**Nets reached from selected ports**

(2 px per um)
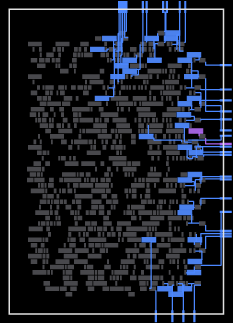
**Met4 routing**

(2 px per um) Supply wires on this layer in gray.
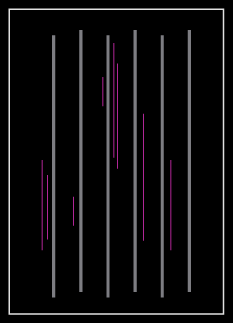
**Cell area per tile**

(2 px per um) 11 x 15 tiles, from dark blue (low) to red (high), 0 to 100% covered.
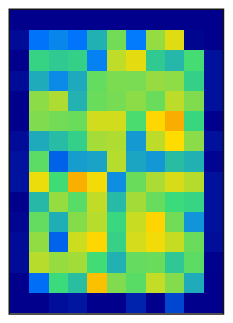
$ cat config.mk
export PLATFORM = sky130hd
export DESIGN_NAME = prog_loader
export DESIGN_NICKNAME = d
export VERILOG_FILES = /design/src/rtl/cpu_pkg.sv /design/src/rtl/byte_packer.sv /design/src/rtl/prog_loader.sv
export SDC_FILE = /design/constraint.sdc
export NUM_CORES = 1
export LEC_CHECK = 0
export CELL_PAD_IN_SITES_DETAIL_PLACEMENT = 0
export CELL_PAD_IN_SITES_GLOBAL_PLACEMENT = 1
export CORE_ASPECT_RATIO = 1.5
export CORE_MARGIN = 8
export CORE_UTILIZATION = 40
export DETAILED_ROUTE_END_ITERATION = 12
export PLACE_DENSITY_LB_ADDON = 0.1
export SKIP_CTS_REPAIR_TIMING = 1
export SYNTH_ARGS = -nofsm -noshare
export SYNTH_HDL_FRONTEND = slang
export SYNTH_SLANG_ARGS = --single-unit
$ cat constraint.sdc
create_clock -name clk -period 4 [get_ports clk]
set_input_delay 0.8 -clock clk [delete_from_list [all_inputs] [get_ports clk]]
set_output_delay 0.8 -clock clk [all_outputs]
set_load 0.01 [all_outputs]
$ cat src/rtl/cpu_pkg.sv
// Shared CPU definitions: opcodes, loader states and loader error codes.
// Imported by the program loader and the control decoder.
package cpu_pkg;

  localparam logic [3:0] OP_NOP  = 4'b0000;
  localparam logic [3:0] OP_ADD  = 4'b0001;
  localparam logic [3:0] OP_SUB  = 4'b0010;
  localparam logic [3:0] OP_AND  = 4'b0011;
  localparam logic [3:0] OP_OR   = 4'b0100;
  localparam logic [3:0] OP_XOR  = 4'b0101;
  localparam logic [3:0] OP_SHL  = 4'b0110;
  localparam logic [3:0] OP_SHR  = 4'b0111;
  localparam logic [3:0] OP_LD   = 4'b1000;
  localparam logic [3:0] OP_ST   = 4'b1001;
  localparam logic [3:0] OP_LDI  = 4'b1010;
  localparam logic [3:0] OP_JMP  = 4'b1011;
  localparam logic [3:0] OP_BEQ  = 4'b1100;
  localparam logic [3:0] OP_HALT = 4'b1101;

  localparam logic [3:0] OP_ILLEGAL_MIN = 4'b1110;

  typedef enum logic [2:0] {
    S_IDLE,
    S_CNT_HI,
    S_CNT_LO,
    S_DATA,
    S_CSUM,
    S_DONE,
    S_ERR
  } ld_state_t;

  localparam logic [1:0] ERR_NONE = 2'b00;
  localparam logic [1:0] ERR_LEN  = 2'b01;
  localparam logic [1:0] ERR_CSUM = 2'b10;

endpackage

$ cat src/rtl/byte_packer.sv
// Shifts stream bytes MSB-first into an instruction word.
// word is the completed word while word_ready is high.
module byte_packer #(
  parameter int INSTR_W = 32
) (
  input  logic               clk,
  input  logic               rst,
  input  logic               clr,
  input  logic               en,
  input  logic [7:0]         din,
  output logic [INSTR_W-1:0] word,
  output logic               word_ready
);

  localparam int NB = INSTR_W / 8;
  localparam int IW = (NB > 1) ? $clog2(NB) : 1;

  logic [IW-1:0] idx;

  assign word_ready = en && (idx == IW'(NB - 1));

  always_ff @(posedge clk) begin
    if (rst || clr) begin
      idx <= '0;
    end else if (en) begin
      idx <= word_ready ? '0 : idx + IW'(1);
    end
  end

  if (NB > 1) begin : g_sr
    logic [INSTR_W-9:0] sr;

    assign word = {sr, din};

    always_ff @(posedge clk) begin
      if (rst || clr) begin
        sr <= '0;
      end else if (en) begin
        sr <= word[INSTR_W-9:0];
      end
    end
  end else begin : g_one
    assign word = din;
  end

endmodule

$ cat src/rtl/prog_loader.sv
// Byte-stream program loader: frames count, words and checksum into
// instruction memory while holding the CPU in reset.
module prog_loader
  import cpu_pkg::*;
#(
  parameter int INSTR_W = 32,
  parameter int DEPTH   = 256,
  parameter int AW      = $clog2(DEPTH)
) (
  input  logic               clk,
  input  logic               rst,
  input  logic               start,
  input  logic               in_valid,
  input  logic [7:0]         in_data,
  output logic               in_ready,
  output logic               mem_we,
  output logic [AW-1:0]      mem_addr,
  output logic [INSTR_W-1:0] mem_wdata,
  output logic               cpu_hold,
  output logic               done,
  output logic [1:0]         err,
  output logic               illegal_op,
  output logic [AW-1:0]      illegal_addr
);

  ld_state_t state, state_n;

  logic [15:0]        cnt, cnt_n;
  logic [7:0]         sum, sum_n;
  logic [AW-1:0]      wa, wa_n;
  logic [AW-1:0]      addr_n, ila_n;
  logic [INSTR_W-1:0] wdata_n;
  logic               we_n, hold_n, done_n, ill_n, rdy_n;
  logic [1:0]         err_n;
  logic               acc, arm;
  logic [INSTR_W-1:0] word;
  logic               word_ready;

  assign acc = in_valid && in_ready;

  byte_packer #(.INSTR_W(INSTR_W)) u_packer (
    .clk        (clk),
    .rst        (rst),
    .clr        (arm),
    .en         (acc && (state == S_DATA)),
    .din        (in_data),
    .word       (word),
    .word_ready (word_ready)
  );

  always_comb begin
    state_n = state;
    cnt_n   = cnt;
    sum_n   = sum;
    wa_n    = wa;
    we_n    = 1'b0;
    addr_n  = mem_addr;
    wdata_n = mem_wdata;
    hold_n  = cpu_hold;
    done_n  = done;
    err_n   = err;
    ill_n   = illegal_op;
    ila_n   = illegal_addr;
    arm     = 1'b0;
    if (acc) sum_n = sum + in_data;
    unique case (state)
      S_IDLE, S_DONE, S_ERR: arm = start;
      S_CNT_HI: begin
        if (acc) begin
          cnt_n   = {in_data, 8'h00};
          state_n = S_CNT_LO;
        end
      end
      S_CNT_LO: begin
        if (acc) begin
          cnt_n = {cnt[15:8], in_data};
          if (32'(cnt_n) > 32'(DEPTH)) begin
            state_n = S_ERR;
            err_n   = ERR_LEN;
          end else if (cnt_n == 16'd0) begin
            state_n = S_CSUM;
          end else begin
            state_n = S_DATA;
          end
        end
      end
      S_DATA: begin
        if (word_ready) begin
          we_n    = 1'b1;
          addr_n  = wa;
          wdata_n = word;
          // only the first offending word is recorded
          if (word[INSTR_W-1 -: 4] >= OP_ILLEGAL_MIN && !illegal_op) begin
            ill_n = 1'b1;
            ila_n = wa;
          end
          wa_n = wa + AW'(1);
          if (17'(wa) + 17'd1 == 17'(cnt)) state_n = S_CSUM;
        end
      end
      S_CSUM: begin
        if (acc) begin
          if (sum_n == 8'h00) begin
            state_n = S_DONE;
            done_n  = 1'b1;
            hold_n  = 1'b0;
          end else begin
            state_n = S_ERR;
            err_n   = ERR_CSUM;
          end
        end
      end
      default: ;
    endcase
    if (arm) begin
      state_n = S_CNT_HI;
      sum_n   = 8'h00;
      wa_n    = '0;
      done_n  = 1'b0;
      err_n   = ERR_NONE;
      ill_n   = 1'b0;
      ila_n   = '0;
      hold_n  = 1'b1;
    end
    rdy_n = (state_n == S_CNT_HI) || (state_n == S_CNT_LO) ||
            (state_n == S_DATA) || (state_n == S_CSUM);
  end

  always_ff @(posedge clk) begin
    if (rst) begin
      state        <= S_IDLE;
      cnt          <= '0;
      sum          <= '0;
      wa           <= '0;
      in_ready     <= 1'b0;
      mem_we       <= 1'b0;
      mem_addr     <= '0;
      mem_wdata    <= '0;
      cpu_hold     <= 1'b0;
      done         <= 1'b0;
      err          <= ERR_NONE;
      illegal_op   <= 1'b0;
      illegal_addr <= '0;
    end else begin
      state        <= state_n;
      cnt          <= cnt_n;
      sum          <= sum_n;
      wa           <= wa_n;
      in_ready     <= rdy_n;
      mem_we       <= we_n;
      mem_addr     <= addr_n;
      mem_wdata    <= wdata_n;
      cpu_hold     <= hold_n;
      done         <= done_n;
      err          <= err_n;
      illegal_op   <= ill_n;
      illegal_addr <= ila_n;
    end
  end

endmodule

==> run summary <==
DP HPWL: 9590 um
worst-margin pin slew: 0.895 ns
RR Endpoint: in_ready
Inst Count DP: 815
Crit Reg-Reg Startpoint: sum[0]
residual DRC count: 0
fillers: 1180
most frequent logic cell in the layout: nand2_1
Mapped Nets: 637
H-Tree Depth: 4
most frequent cells in the layout: nand2_1, dfxtp_1, a21oi_1, clkdlybuf4s50_1, nor2_1
1st-iter DRT viols: 244
DR vias/cell: 5.08
Worst Hold Path Cells: 2
insertion delay at the late pin of the worst-skew pair: 0.41 ns
TritonCTS buffer count: 17
register area: 2320 sq um
CP Data Arrival Time: 3.87 ns
vias in the first global route: 4226
Max Cap Violations: 0
Setup crit start: in_data[0]
met3 wire len: 505 um
YS chip area: 4900 sq um
outcome: complete, no violations
Top cells by area: dfxtp_1, nand2_1, a21oi_1, nor2_1, xnor2_1
Metal-1 WL: 5530 um
ys async rst share: 0%
CP Max Fanout: 2
non-filler cells, final: 847
CP Data Required Time: 4.29 ns
peak supply drop: 0.000299 V
min Tclk post-route: 3.58 ns
Rows: 49
Tool Warnings: 26
Area Growth Syn to Fin: 29.0%
Mapped Cells: 615
CTS max path bufs: 2
Notes on 'nets reached from selected ports' above:
port	color	bits	direction	edge	end cells	wire
mem_wdata	blue	32	output	17 right, 11 top, 4 bottom	32	882 um
mem_we	purple	1	output	right	1	14.9 um
Port-buffer cells: 66
IO Count: 67

Notes on 'met4 routing' above:
share of all routed wire	2.4%
longest straight run	63.2 um
main direction	vertical
wire length on this layer	323 um
nets with wire on the layer	6
vias: 4302
Post-Route WL: 13400 um

Notes on 'cell area per tile' above:
tiles over 75% full	3.6%
fullest tile	80%
nearly empty tiles	18%
densest ninth of the die	middle
final core utilization: 52.9%
floorplan-stage core utilization: 41.0%
core area: 12000 sq um

logic make-up (layout without fill, tap and decap cells):
family / count (synthesis) / after routing / synth area share (%)
muxes: 9 / 9 / 1.86
DFF: 116 / 116 / 47.3
and+or+nand+nor: 281 / 281 / 25.0
buffers and inverters: 45 / 124 / 3.80
xor gates and xnor gates: 24 / 24 / 4.29
AOI/OAI and AO/OA: 130 / 130 / 15.0
adders and majority gates: 10 / 10 / 2.70
critical path: stages:
cell             delay, ns
clkdlybuf4s50_1       0.49
ha_1                  0.18
inv_1                 0.06
fa_1                  0.39
nand2b_1              0.20
a21oi_1               0.21
a2111o_1              0.17
nand3_1               0.11
nor3_1                0.22
buf_4                 0.15
and2_1                0.13
o21ai_0               0.11
a221oi_2              0.31
mux2_1                0.34
worst min-delay path by stage:
stage                              start             to  slack, ns
global placement           mem_wdata[26]  mem_wdata[26]       0.44
CTS                         mem_wdata[6]   mem_wdata[6]       0.45
detailed placement          mem_wdata[6]   mem_wdata[6]       0.45
floorplan           u_packer.g_sr.sr[16]  mem_wdata[24]       0.43
finish              u_packer.g_sr.sr[16]  mem_wdata[24]       0.45
global route               mem_wdata[13]  mem_wdata[13]       0.47
power by group:
group          internal [mW]  switching, mW
logic                 0.0705          0.102
registers               1.16        0.00999
clock network          0.924          0.566
state kept, by name, indices dropped and copies added (netlist names), 3 cells and up:
name and count:
mem_wdata 32, u_packer.g_sr.sr 24, cnt 16, illegal_addr 8, mem_addr 8, sum 8, wa 8, state 3
routing by layer:
| metal | global-route usage, % | vias up |
|---|---|---|
| met3 | 3.90 | 21 |
| met1 | 18.3 | 2002 |
| met2 | 31.5 | 82 |
| met4 | 7.56 | 0 |
| met5 | 0 | - |
| li1 | - | 2197 |
synth_stat cells (2+ instances only):
library cell / count
a211oi_1: 2
a21oi_1: 96
a22oi_1: 10
and2_1: 4
and3_1: 9
buf_2: 3
clkbuf_1: 34
dfxtp_1: 116
ha_1: 9
inv_1: 5
mux2i_1: 8
nand2_1: 160
nand2b_1: 6
nand3_1: 7
nand3b_1: 2
nand4_1: 3
nor2_1: 62
nor2b_1: 3
nor3_1: 8
nor3b_1: 3
nor4_1: 4
o21a_1: 2
o21ai_0: 9
xnor2_1: 16
xor2_1: 8
final cells by class:
cell class / count / area share (%)
multi-input cells: 454 / 37.9
well taps: 153 / 3.02
inverters: 5 / 0.297
repair buffers: 87 / 12.9
clock buffers: 18 / 6.78
flip-flops and latches: 116 / 36.7
clock inverters: 14 / 2.45
through the flow:
stage | hold slack [ns] | utilization (%) | power [mW] | worst slack [ns] | cell area [sq um]
after floorplan | 0.432 | - | 1.30 | 0.830 | 4900
after global placement | 0.443 | 48.0 | 1.37 | 0.110 | 5740
after detailed placement | 0.447 | 48.0 | 1.37 | 0.0432 | 5740
after CTS | 0.454 | 52.9 | 2.87 | 0.454 | 6330
after global routing | 0.471 | 52.9 | 2.94 | 0.259 | 6330
final | 0.449 | 52.9 | 2.84 | 0.420 | 6330
Power and IR drop assume default switching activity.
